Run 1, congestion heat map:
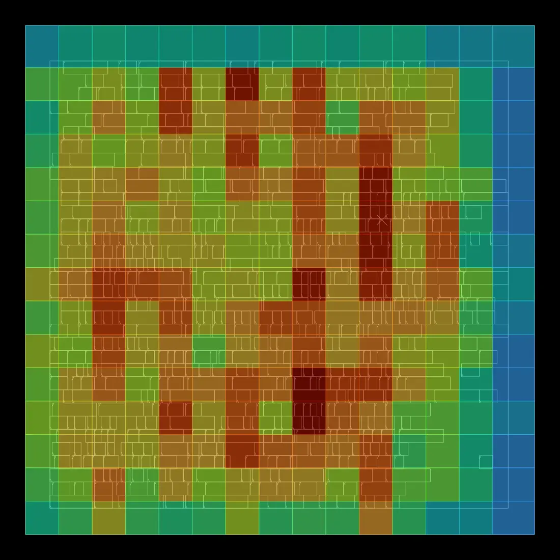
Run 1, sequential cells grouped by signal name:
Drawn at 3 px/micron. Other sequential cells in the stronger grey, the rest of the logic in the fainter grey.
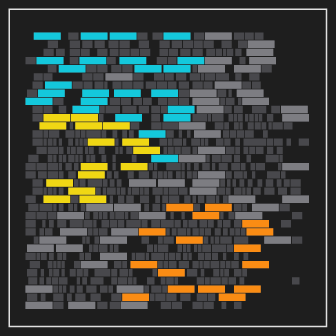
Run 1, ports around the boundary:
Drawn at 3 px/micron. Pins as bars across the die edge, other pins in grey.
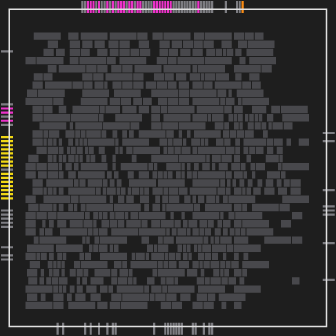
[config.mk]
export PLATFORM = sky130hd
export DESIGN_NAME = pixel_request_sequencer
export DESIGN_NICKNAME = d
export VERILOG_FILES = /design/src/rtl/pixel_request_sequencer.sv
export SDC_FILE = /design/constraint.sdc
export NUM_CORES = 1
export LEC_CHECK = 0
export CAP_MARGIN = 30
export CORE_MARGIN = 5
export CORE_UTILIZATION = 57
export CTS_BUF_LIST = sky130_fd_sc_hd__clkbuf_8
export CTS_CLUSTER_DIAMETER = 120
export DETAILED_ROUTE_END_ITERATION = 6
export PLACE_DENSITY = 0.95
export SLEW_MARGIN = 10
export SYNTH_ARGS = -nofsm -noshare
export SYNTH_HDL_FRONTEND = slang
export SYNTH_SLANG_ARGS = --single-unit
[constraint.sdc]
create_clock -name clk_clk -period 5.25 [get_ports clk_clk]
set_input_delay 1.05 -clock clk_clk [delete_from_list [all_inputs] [get_ports clk_clk]]
set_output_delay 1.05 -clock clk_clk [all_outputs]
set_load 0.05 [all_outputs]
[src/rtl/pixel_request_sequencer.sv]
// Pixel request sequencer.
// On each frame start, walks a GRID_W x GRID_H grid. For each position it runs
// a four-phase request/ack handshake with software over the NIOS PIOs and
// writes the returned colour into the frame-buffer RAM.
// The wait counter bounds both ack phases so that a silent or stuck
// responder cannot hang the sequencer.

module pixel_request_sequencer #(
    parameter int GRID_W  = 160,
    parameter int GRID_H  = 120,
    parameter int ADDR_W  = 15,
    parameter int TIMEOUT = 65535
) (
    input  logic              clk_clk,
    input  logic              reset_n,
    input  logic              frame_start,
    output logic [31:0]       pixel_position,
    output logic              pixel_request,
    input  logic              pixel_ack,
    input  logic [23:0]       pixel_color,
    output logic              fb_wr_en,
    output logic [ADDR_W-1:0] fb_wr_addr,
    output logic [23:0]       fb_wr_data,
    output logic              busy,
    output logic              frame_done,
    output logic [7:0]        frame_count,
    output logic              timeout_err
);

    // The wait counter only has to reach TIMEOUT-1, because the
    // TIMEOUT-th waiting cycle is the one that takes the timeout branch.
    localparam int WAIT_W = (TIMEOUT > 1) ? $clog2(TIMEOUT) : 1;
    localparam logic [WAIT_W-1:0] WAIT_LAST = WAIT_W'(TIMEOUT - 1);
    localparam logic [15:0]       X_LAST    = 16'(GRID_W - 1);
    localparam logic [15:0]       Y_LAST    = 16'(GRID_H - 1);

    typedef enum logic [2:0] {
        S_IDLE,
        S_REQ,
        S_WRITE,
        S_RELEASE,
        S_NEXT
    } state_t;

    state_t            state;
    logic [15:0]       x_pos;
    logic [15:0]       y_pos;
    logic [ADDR_W-1:0] addr;
    logic [WAIT_W-1:0] wait_cnt;
    logic [23:0]       captured_color;

    // The position, address and data outputs are taken straight from their
    // holding registers. They therefore stay stable from the rise of the
    // request until the write cycle.
    assign pixel_position = {y_pos, x_pos};
    assign fb_wr_addr     = addr;
    assign fb_wr_data     = captured_color;

    // Handshake state machine. All outputs are registered here, so each
    // output is valid during the state it belongs to.
    always_ff @(posedge clk_clk or negedge reset_n) begin
        if (!reset_n) begin
            state          <= S_IDLE;
            x_pos          <= '0;
            y_pos          <= '0;
            addr           <= '0;
            wait_cnt       <= '0;
            captured_color <= '0;
            pixel_request  <= 1'b0;
            fb_wr_en       <= 1'b0;
            busy           <= 1'b0;
            frame_done     <= 1'b0;
            frame_count    <= '0;
            timeout_err    <= 1'b0;
        end else begin
            fb_wr_en   <= 1'b0;
            frame_done <= 1'b0;
            case (state)
                S_IDLE: begin
                    if (frame_start) begin
                        state         <= S_REQ;
                        x_pos         <= '0;
                        y_pos         <= '0;
                        addr          <= '0;
                        wait_cnt      <= '0;
                        pixel_request <= 1'b1;
                        busy          <= 1'b1;
                    end
                end

                S_REQ: begin
                    if (pixel_ack || (wait_cnt == WAIT_LAST)) begin
                        captured_color <= pixel_ack ? pixel_color : 24'h000000;
                        if (!pixel_ack) begin
                            timeout_err <= 1'b1;
                        end
                        state         <= S_WRITE;
                        fb_wr_en      <= 1'b1;
                        pixel_request <= 1'b0;
                        wait_cnt      <= '0;
                    end else begin
                        wait_cnt <= wait_cnt + 1'b1;
                    end
                end

                S_WRITE: begin
                    state    <= S_RELEASE;
                    wait_cnt <= '0;
                end

                S_RELEASE: begin
                    if (!pixel_ack) begin
                        state    <= S_NEXT;
                        wait_cnt <= '0;
                        if ((x_pos == X_LAST) && (y_pos == Y_LAST)) begin
                            frame_done  <= 1'b1;
                            frame_count <= frame_count + 8'd1;
                        end
                    end else if (wait_cnt == WAIT_LAST) begin
                        timeout_err <= 1'b1;
                        state       <= S_IDLE;
                        busy        <= 1'b0;
                    end else begin
                        wait_cnt <= wait_cnt + 1'b1;
                    end
                end

                S_NEXT: begin
                    wait_cnt <= '0;
                    if ((x_pos == X_LAST) && (y_pos == Y_LAST)) begin
                        state <= S_IDLE;
                        busy  <= 1'b0;
                    end else begin
                        if (x_pos == X_LAST) begin
                            x_pos <= '0;
                            y_pos <= y_pos + 16'd1;
                        end else begin
                            x_pos <= x_pos + 16'd1;
                        end
                        addr          <= addr + 1'b1;
                        state         <= S_REQ;
                        pixel_request <= 1'b1;
                    end
                end

                default: begin
                    state         <= S_IDLE;
                    pixel_request <= 1'b0;
                    busy          <= 1'b0;
                end
            endcase
        end
    end

endmodule

==> results.tsv, run 1 <==
stage	metric	value	unit
status	status	finished with violations	
status	failing checks	design-rule violations	
die	tap cells	108	
hold_path	hold path startpoint	frame_count[7]	
cts	CTS tree	yes	
worst_setup_path	CP Max Fanout	9	
grt	initial antenna violation count	0	
flow_run	tool warnings	27	
synthesis	synth unique cells	54	
layout	Comb/total area	37.40	%
layout	Top cells excl fill/tap	110 x clkdlybuf4s50_1, 103 x dfrtp_1, 55 x nand2_1, 55 x o21ai_0, 37 x nor2_1	
synthesis	Syn Nets	575	
power	Sequential Power Share	38.9	%
layout	NonClk Buf Share	17.52	%
cts	CTS H-Tree Depth	3	
grt	met1 usage	34.30	%
cts	CTS Buf Count	9	
placed_design	Final GP Congestion	0.8939	
hold_path	Worst Hold Class	register to register	
synthesis	largest family of logic cells by area	simple AND/OR/NAND/NOR gates	
grt	grt met2 use	42.40	%
flow_run	Max-Cap Viols	0	
layout	multi-input logic area	2446	sq um
worst_setup_path	CP Cell Sequence	clkdlybuf4s50_1	
layout	Antenna Cells	0	
die	Initial Util	59.02	%
cts	clock root buffer	clkbuf_8	
layout	Final Instance Area	6540	sq um
synthesis	Synth top cells by count	103 x dfrtp_1, 55 x nand2_1, 55 x o21ai_0, 37 x nor2_1, 32 x nand3_1	
worst_setup_path	R2R depth	6	
grt	largest net degree at the start of global routing	56	
synthesis	complex-gate fraction of the synthesized area	19.50	%
synthesis	Flops after synth	103	
synthesis	Post-synth EDFFs	0	
worst_setup_path	CP arrival	1.76	ns
sta	final worst setup slack	2.444	ns
sta	RSZ-0062 raised after global routing	no	
synthesis	Top cells by area	dfrtp_1 50%, o21ai_0 5.3%, a22o_1 4.9%	
worst_setup_path	element type at the critical path end	output pin	
detailed_routing	vias per cell	6.311	
layout	fill count	585	
detailed_routing	routed via count	4784	
worst_setup_path	Top delay family on crit path	buffers and inverters	
power	switching share of power	44.64	%
synthesis	ys flop type	dfrtp_1	
worst_setup_path	Worst path depth	1	
grt	vias in the first global route	4643	
power	Clk pwr share	16.9	%
layout	Layout clock area frac	2.793	%
synthesis	number of cells in Yosys stat	541	
placed_design	Post-Place Cells	741	
placed_design	DPL Wire Length	9920	microns
layout	Area Overhead vs Synth	26.44	%
worst_setup_path	slowest cell on the critical path	clkdlybuf4s50_1	
synthesis	Synth Area per Inst	9.561	sq um
synthesis	Top cell area share	49.83	%
sta	final period utilization	53.44	%
sta	setup TNS	0	ns
detailed_routing	met2 WL	7260	microns
synthesis	Post-synth ARST share	100.0	%
worst_setup_path	Critical Path Start Type	register	
worst_setup_path	critical path's largest stage delay	0.87	ns
power	switching pwr	1.237	mW
worst_setup_path	Reg2Reg Capture Point	y_pos[15]	
cts	Post-CTS Repair Setup Buffers	0	
cts	# resized after CTS	0	
synthesis	synthesized area	5172	sq um
layout	Clock Buffer Count	10	
synthesis	simple logic cell fraction of the synthesized area	22.25	%
synthesis	count leader, synth	dfrtp_1	
synthesis	area share of fa/ha/maj cells after synthesis	1.451	%
synthesis	post-synth top area cell	dfrtp_1	
detailed_routing	post-route DRC violation count	1	
synthesis	Cells after Synth	541	
sta	max-slew violations	0	
grt	gr ovfl total	0	
cts	Worst-path clk slew	0.11	ns
hold_path	worst hold path cell count	1	
detailed_routing	uppermost routed layer	met4	
cts	Longest Clk Path Bufs	2	
power	Worst VDD drop	0.0003969	V
sta	final hold violation count	0	
power	Combinational Power Share	44.3	%
synthesis	sequential area share after synthesis	49.83	%
layout	Seq cells	103	
worst_setup_path	flop-to-flop setup slack	2.56	ns
sta	min Tclk post-route	2.806	ns
grt	gr busiest metal	met2	
layout	layout cells sized above 1	5.077	%
layout	Finished Layout Cells	758	
cts	clock sinks	103	
power	largest power group	combinational logic	
synthesis	yosys xor share	3.387	%
die	Core Footprint	8763	sq um
layout	invs w/o clock	14	
detailed_routing	met1 wire length	5673	microns
power	PD cells	423.6	nW/um^2
sta	slew margin rel.	44.11	%
power	internal power	1.534	mW
worst_setup_path	worst setup path start	x_pos[5]	
power	leakage	2.690	nW
cts	count of hold-fix buffers inserted at cts	0	
synthesis	Yosys Chip Area	5172	sq um
synthesis	Synth mux share	0.6047	%
layout	Combinational Gates	402	
detailed_routing	routed wire length	14080	microns
die	top-level port count	112	
detailed_routing	1st-iter DRT viols	348	
synthesis	Synth Warn #	0	
die	chip area	11080	sq um
detailed_routing	first-pass iteration count of the detailed router	7	
detailed_routing	remaining antenna violation count	0	
layout	dominant kind of cell	sequential cells	
worst_setup_path	critical path type	register to output pin	
placed_design	DP Area	6342	sq um
placed_design	Place WS	1.819	ns
worst_setup_path	CP Buf/Inv Count	1	
sta	Fmax achieved	0.3564	GHz
die	Core Rows	34	
power	P_clk	467	uW
cts	Latency at later pin	0.37	ns
worst_setup_path	worst setup path endpoint	pixel_position[5]	
layout	Signal buffers	115	
worst_setup_path	Reg-to-Reg Start	x_pos[0]	
About 'congestion heat map':
Util after Layout: 74.63%
GR met3 Demand/Resource: 5.562%

About 'sequential cells grouped by signal name':
Key: fb_wr_data = cyan [sequential cells 24]; y_pos = orange [sequential cells 16]; fb_wr_addr = yellow [sequential cells 15, where middle left]
Another 48 sequential cells are not coloured.
Reg area: 2577 sq um
sequential share of cell area: 39.41%
P_seq: 1.08 mW

About 'ports around the boundary':
Key: pixel_color = magenta [pins 24, direction input, edge 21 top, 3 left]; fb_wr_addr = yellow [pins 15, direction output, edge left]; frame_done = orange [pins 1, direction output, edge top]
PortBufs: 111
Die X: 105.3 microns
DIE HEIGHT: 105.3 microns

==> run 1 -> run 2 <==
--- a/config.mk
+++ b/config.mk
@@ -7,11 +7,11 @@
 export LEC_CHECK = 0
 export CAP_MARGIN = 30
 export CORE_MARGIN = 5
-export CORE_UTILIZATION = 57
+export CORE_UTILIZATION = 48
 export CTS_BUF_LIST = sky130_fd_sc_hd__clkbuf_8
 export CTS_CLUSTER_DIAMETER = 120
 export DETAILED_ROUTE_END_ITERATION = 6
-export PLACE_DENSITY = 0.95
+export PLACE_DENSITY = 0.89
 export SLEW_MARGIN = 10
 export SYNTH_ARGS = -nofsm -noshare
 export SYNTH_HDL_FRONTEND = slang
==> constraint.sdc (replaced) <==
create_clock -name clk_clk -period 2.4 [get_ports clk_clk]
set_input_delay 0.48 -clock clk_clk [delete_from_list [all_inputs] [get_ports clk_clk]]
set_output_delay 0.48 -clock clk_clk [all_outputs]
set_load 0.05 [all_outputs]
==> run 2 against run 1 <==
  * The run now ends clean
  * Clock power grew 140%
  * Area after synthesis unchanged
  * Critical endpoint is now y_pos[11]
  * Sequential cell count unchanged
  * Routed wire length fell by 1.2%
  * Cell area grew 3.5%
  * Highest routed layer unchanged
  * Largest power group unchanged
  * Register-to-register slack worse by 2.4 ns
  * Combinational power up 130%
==> results.tsv, run 2 <==
stage	metric	value	unit	change
status	status	finished, final reports clean		
placed_design	DP Area	6555	sq um	+3.4%
power	Combinational Power Share	44.5	%	+0.2 points
detailed_routing	uppermost routed layer	met4		
synthesis	synthesized area	5172	sq um	unchanged
cts	Latency at later pin	0.37	ns	about the same
sta	setup TNS	0	ns	unchanged
power	Worst VDD drop	0.0005285	V	+33%
worst_setup_path	element type at the critical path end	register		
sta	final hold violation count	0		unchanged
synthesis	largest family of logic cells by area	simple AND/OR/NAND/NOR gates		
layout	invs w/o clock	14		unchanged
worst_setup_path	worst setup path start	x_pos[0]		
sta	slew margin rel.	57.89	%	+14 points
sta	max-slew violations	0		unchanged
grt	met1 usage	29.59	%	-4.7 points
cts	clock sinks	103		unchanged
sta	Setup-failing EPs final	0		
worst_setup_path	Reg-to-Reg Start	x_pos[0]		
synthesis	Synth top cells by count	103 x dfrtp_1, 55 x nand2_1, 55 x o21ai_0, 37 x nor2_1, 32 x nand3_1		
layout	layout cells sized above 1	8.221	%	+3.1 points
worst_setup_path	slowest cell on the critical path	or4_1		
die	Core Footprint	10700	sq um	+22%
sta	Fmax achieved	0.4443	GHz	
cts	count of hold-fix buffers inserted at cts	0		unchanged
cts	Longest Clk Path Bufs	2		unchanged
detailed_routing	remaining antenna violation count	0		unchanged
cts	CTS H-Tree Depth	3		unchanged
synthesis	number of cells in Yosys stat	541		unchanged
detailed_routing	routed via count	4811		+0.56%
synthesis	Top cell area share	49.83	%	unchanged
power	P_clk	1.12	mW	+140%
grt	gr ovfl total	0		unchanged
synthesis	Synth mux share	0.6047	%	unchanged
grt	initial antenna violation count	0		unchanged
layout	Signal buffers	135		+17%
detailed_routing	met2 WL	6821	microns	-6.0%
synthesis	simple logic cell fraction of the synthesized area	22.25	%	unchanged
power	switching share of power	43.65	%	-0.99 points
power	Sequential Power Share	37.5	%	-1.4 points
die	top-level port count	112		unchanged
power	switching pwr	2.727	mW	+120%
layout	Clock Buffer Count	10		unchanged
synthesis	Syn Nets	575		unchanged
die	tap cells	140		+30%
detailed_routing	routed wire length	13920	microns	-1.2%
synthesis	sequential area share after synthesis	49.83	%	unchanged
layout	Seq cells	103		unchanged
power	largest power group	combinational logic		
flow_run	Max-Cap Viols	0		unchanged
worst_setup_path	R2R depth	6		unchanged
layout	Combinational Gates	402		unchanged
sta	min Tclk post-route	2.251	ns	
power	PD cells	922.7	nW/um^2	+120%
flow_run	tool warnings	28		+3.7%
cts	CTS Buf Count	9		unchanged
placed_design	Place WS	0.04341	ns	-1.776 ns
detailed_routing	1st-iter DRT viols	274		-21%
grt	GR met3 Demand/Resource	3.979	%	-1.6 points
layout	fill count	873		+49%
worst_setup_path	Critical Path Start Type	register		
synthesis	Synth Area per Inst	9.561	sq um	unchanged
synthesis	Post-synth EDFFs	0		unchanged
die	chip area	12950	sq um	+17%
hold_path	Worst Hold Class	input pin to async pin		
detailed_routing	post-route DRC violation count	0		-1
cts	clock root buffer	clkbuf_8		
grt	grt met2 use	34.79	%	-7.6 points
worst_setup_path	flop-to-flop setup slack	0.15	ns	-2.41 ns
worst_setup_path	Reg2Reg Capture Point	y_pos[11]		
placed_design	PortBufs	111		unchanged
worst_setup_path	critical path type	register to register		
layout	dominant kind of cell	sequential cells		
layout	Layout clock area frac	2.901	%	+0.11 points
sta	RSZ-0062 raised after global routing	yes		
worst_setup_path	critical path's largest stage delay	0.52	ns	-0.35 ns
placed_design	Post-Place Cells	794		+7.2%
layout	Final Instance Area	6770	sq um	+3.5%
synthesis	post-synth top area cell	dfrtp_1		
layout	Area Overhead vs Synth	30.89	%	
detailed_routing	vias per cell	5.947		-5.8%
power	internal power	3.520	mW	+130%
detailed_routing	met1 wire length	5963	microns	+5.1%
layout	NonClk Buf Share	19.22	%	+1.7 points
grt	vias in the first global route	4693		+1.1%
sta	final worst setup slack	0.1492	ns	-2.295 ns
die	Core Rows	38		+12%
synthesis	synth unique cells	54		unchanged
worst_setup_path	worst setup path endpoint	y_pos[11]		
synthesis	Synth Warn #	0		unchanged
detailed_routing	first-pass iteration count of the detailed router	5		-2
worst_setup_path	CP Cell Sequence	ha_1, and4_1, and4_1, a31oi_4, or4_1, a21oi_1		
layout	Finished Layout Cells	809		+6.7%
power	Clk pwr share	18.0	%	+1.1 points
cts	CTS tree	yes		
die	Initial Util	48.35	%	-11 points
cts	# resized after CTS	0		unchanged
layout	Comb/total area	36.41	%	-0.99 points
worst_setup_path	Worst path depth	6		+5
sta	final period utilization	93.79	%	
synthesis	count leader, synth	dfrtp_1		
synthesis	area share of fa/ha/maj cells after synthesis	1.451	%	unchanged
grt	largest net degree at the start of global routing	44		-21%
worst_setup_path	Top delay family on crit path	simple AND/OR/NAND/NOR gates		
layout	Antenna Cells	0		unchanged
synthesis	ys flop type	dfrtp_1		
synthesis	complex-gate fraction of the synthesized area	19.50	%	unchanged
cts	Post-CTS Repair Setup Buffers	0		unchanged
placed_design	DPL Wire Length	9973	microns	+0.53%
power	leakage	2.797	nW	+4.0%
layout	multi-input logic area	2465	sq um	+0.77%
worst_setup_path	CP Buf/Inv Count	0		-1
synthesis	Yosys Chip Area	5172	sq um	unchanged
synthesis	Flops after synth	103		unchanged
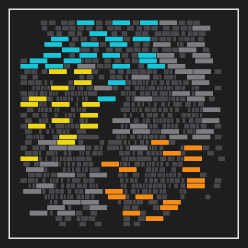
Run 2: sequential cells grouped by signal name
Drawn at 2 px/micron. Other sequential cells in the stronger grey, the rest of the logic in the fainter grey.
Util after Layout: 63.29%
Reg area: 2580 sq um
sequential share of cell area: 38.11%
P_seq: 2.34 mW

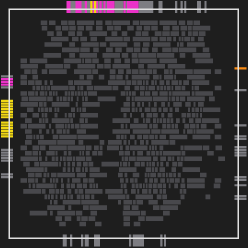
Run 2: ports around the boundary
Drawn at 2 px/micron. Pins as bars across the die edge, other pins in grey.
Key: pixel_color = magenta [pins 24, direction input, edge 21 top, 3 left]; frame_done = orange [pins 1, direction output, edge right]; fb_wr_addr = yellow [pins 15, direction output, edge 13 left, 2 top]
DIE HEIGHT: 113.8 microns
Die X: 113.8 microns

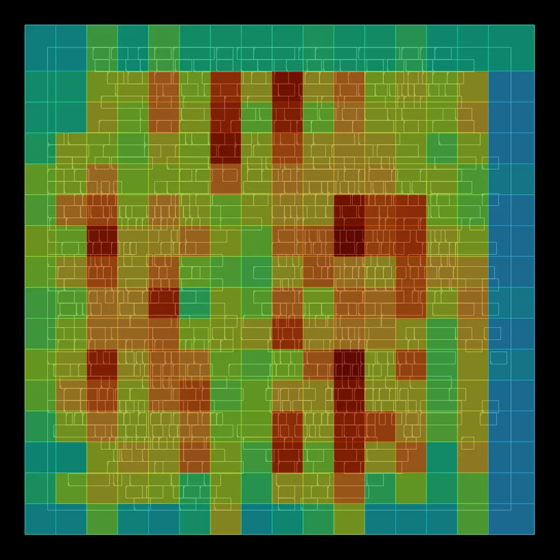
Run 2: congestion heat map
WL/cell: 17.20 microns
global-route usage over all layers: 21.95%
gr busiest metal: met2

==> run 2 -> run 3 <==
--- a/config.mk
+++ b/config.mk
@@ -6,7 +6,7 @@
 export NUM_CORES = 1
 export LEC_CHECK = 0
 export CAP_MARGIN = 30
-export CORE_MARGIN = 5
+export CORE_MARGIN = 2
 export CORE_UTILIZATION = 48
 export CTS_BUF_LIST = sky130_fd_sc_hd__clkbuf_8
 export CTS_CLUSTER_DIAMETER = 120
==> run 3 against run 2 <==
  * Clock skew up 0.010 ns
  * Die area is 10% lower
  * Final cell count fell by 0.62%
  * Worst setup slack worse by 0.018 ns
  * Critical path depth down 1
  * Routed wire length is 4.0% lower
  * Combinational power is 1% lower
  * Worst hold slack got worse by 0.059 ns
  * First-iteration DRC count increased by 14%
  * Via count fell by 0.35%
  * Critical path type unchanged
  * Largest power group unchanged
==> results.tsv, run 3 <==
stage	metric	value	unit	change
status	status	finished, final reports clean		
worst_setup_path	worst setup path endpoint	frame_count[1]		
layout	Antenna Cells	0		unchanged
power	switching share of power	44.36	%	+0.71 points
power	switching pwr	2.705	mW	-0.79%
flow_run	tool warnings	27		-3.6%
power	Worst VDD drop	0.0006975	V	+32%
detailed_routing	first-pass iteration count of the detailed router	5		unchanged
sta	max-slew violations	0		unchanged
synthesis	sequential area share after synthesis	49.83	%	unchanged
die	tap cells	136		-2.9%
layout	dominant kind of cell	sequential cells		
synthesis	Top cell area share	49.83	%	unchanged
detailed_routing	vias per cell	5.963		+0.27%
layout	Reg area	2580	sq um	unchanged
placed_design	PortBufs	111		unchanged
sta	Setup-failing EPs final	0		unchanged
layout	sequential share of cell area	38.30	%	+0.19 points
grt	gr ovfl total	0		unchanged
flow_run	Max-Cap Viols	0		unchanged
placed_design	DP Area	6535	sq um	-0.31%
cts	Latency at later pin	0.38	ns	about the same
worst_setup_path	R2R depth	5		-1
detailed_routing	met1 wire length	5838	microns	-2.1%
worst_setup_path	Reg-to-Reg Start	y_pos[0]		
worst_setup_path	Reg2Reg Capture Point	frame_count[1]		
detailed_routing	met2 WL	6459	microns	-5.3%
layout	Seq cells	103		unchanged
sta	slew margin rel.	60.37	%	+2.5 points
cts	count of hold-fix buffers inserted at cts	0		unchanged
worst_setup_path	CP Cell Sequence	ha_1, nor4bb_1, and4_1, and3_1, mux2_2		
power	Sequential Power Share	38.1	%	+0.6 points
synthesis	ys flop type	dfrtp_1		
power	Combinational Power Share	44.9	%	+0.4 points
grt	vias in the first global route	4615		-1.7%
synthesis	Synth Area per Inst	9.561	sq um	unchanged
cts	clock sinks	103		unchanged
power	leakage	2.782	nW	-0.53%
synthesis	number of cells in Yosys stat	541		unchanged
cts	Post-CTS Repair Setup Buffers	0		unchanged
layout	Combinational Gates	402		unchanged
synthesis	largest family of logic cells by area	simple AND/OR/NAND/NOR gates		
cts	CTS Buf Count	9		unchanged
synthesis	simple logic cell fraction of the synthesized area	22.25	%	unchanged
worst_setup_path	CP Buf/Inv Count	0		unchanged
synthesis	count leader, synth	dfrtp_1		
cts	# resized after CTS	0		unchanged
cts	clock root buffer	clkbuf_8		
worst_setup_path	flop-to-flop setup slack	0.13	ns	-0.02 ns
die	chip area	11620	sq um	-10%
sta	final hold violation count	0		unchanged
die	Core Footprint	10420	sq um	-2.6%
layout	Signal buffers	133		-1.5%
die	Core Rows	37		-2.6%
grt	largest net degree at the start of global routing	46		+4.5%
power	P_seq	2.33	mW	about the same
sta	Fmax achieved	0.4407	GHz	-0.81%
detailed_routing	post-route DRC violation count	0		unchanged
synthesis	post-synth top area cell	dfrtp_1		
sta	final worst setup slack	0.1307	ns	-0.01845 ns
layout	layout cells sized above 1	7.934	%	-0.29 points
synthesis	Synth mux share	0.6047	%	unchanged
worst_setup_path	slowest cell on the critical path	and3_1		
placed_design	Post-Place Cells	788		-0.76%
layout	invs w/o clock	14		unchanged
detailed_routing	1st-iter DRT viols	313		+14%
layout	fill count	826		-5.4%
layout	Finished Layout Cells	804		-0.62%
layout	Layout clock area frac	2.712	%	-0.19 points
sta	RSZ-0062 raised after global routing	no		
worst_setup_path	critical path type	register to register		
worst_setup_path	Critical Path Start Type	register		
power	Clk pwr share	17.0	%	-1.0 points
placed_design	Place WS	0.08506	ns	+0.04165 ns
sta	final period utilization	94.55	%	+0.77 points
synthesis	Yosys Chip Area	5172	sq um	unchanged
worst_setup_path	Top delay family on crit path	simple AND/OR/NAND/NOR gates		
placed_design	DPL Wire Length	9465	microns	-5.1%
grt	initial antenna violation count	0		unchanged
detailed_routing	remaining antenna violation count	0		unchanged
hold_path	Worst Hold Class	input pin to async pin		
layout	Final Instance Area	6736	sq um	-0.50%
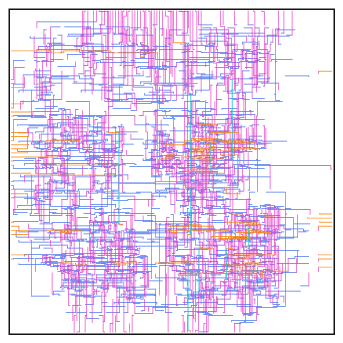
Run 3: routed metal, one colour a layer
Drawn at 3 px/micron.
Key: met1 = blue [wire length 5840 microns]; met4 = cyan [wire length 246 microns]; met3 = orange [wire length 817 microns]; met2 = magenta [wire length 6460 microns]
routed via count: 4794
WL/cell: 16.62 microns
global-route usage over all layers: 23.12%

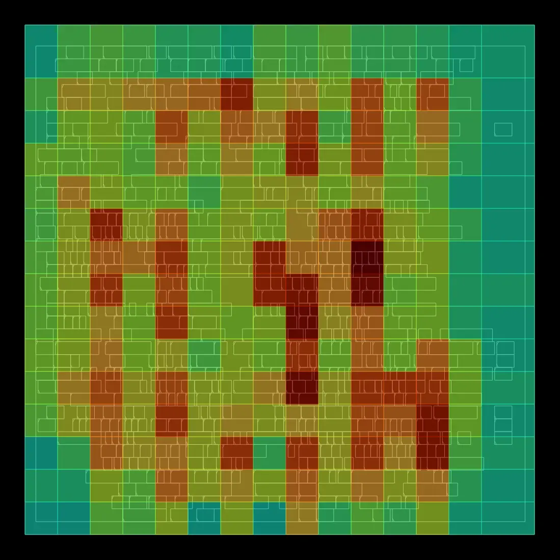
Run 3: congestion heat map
grt met2 use: 36.84%
GR met3 Demand/Resource: 3.874%
Util after Layout: 64.67%

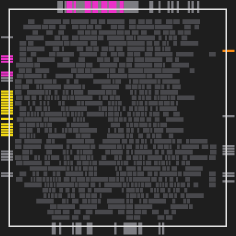
Run 3: ports around the boundary
Drawn at 2 px/micron. Pins as bars across the die edge, other pins in grey.
Key: frame_done = orange [pins 1, direction output, edge right]; pixel_color = magenta [pins 24, direction input, edge 19 top, 5 left]; fb_wr_addr = yellow [pins 15, direction output, edge left]
All pins by edge: 52 top, 29 left, 22 bottom, 9 right.
Die X: 107.8 microns
DIE HEIGHT: 107.8 microns


==> gallery <==
Nets reached from selected ports.
(a)
Drawn at 3 px/micron.
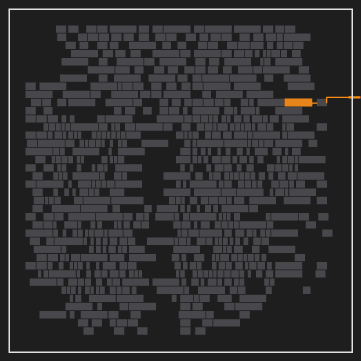
(b)
Drawn at 4 px/micron.
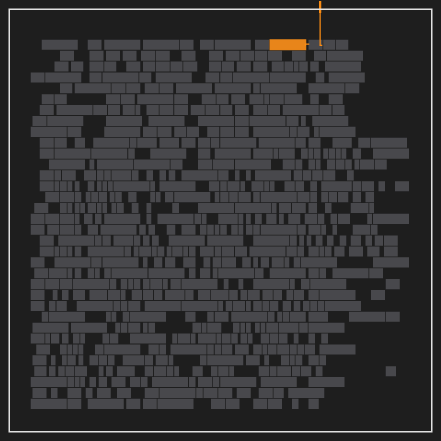
(c)
Drawn at 3 px/micron.
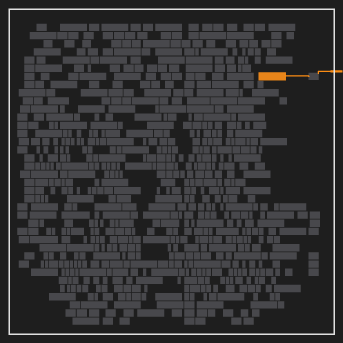
Run 1 is (b).
Run 3 is (c).
Run 2 is (a).

No activity file was given, so power comes from the tool's default toggle rates.
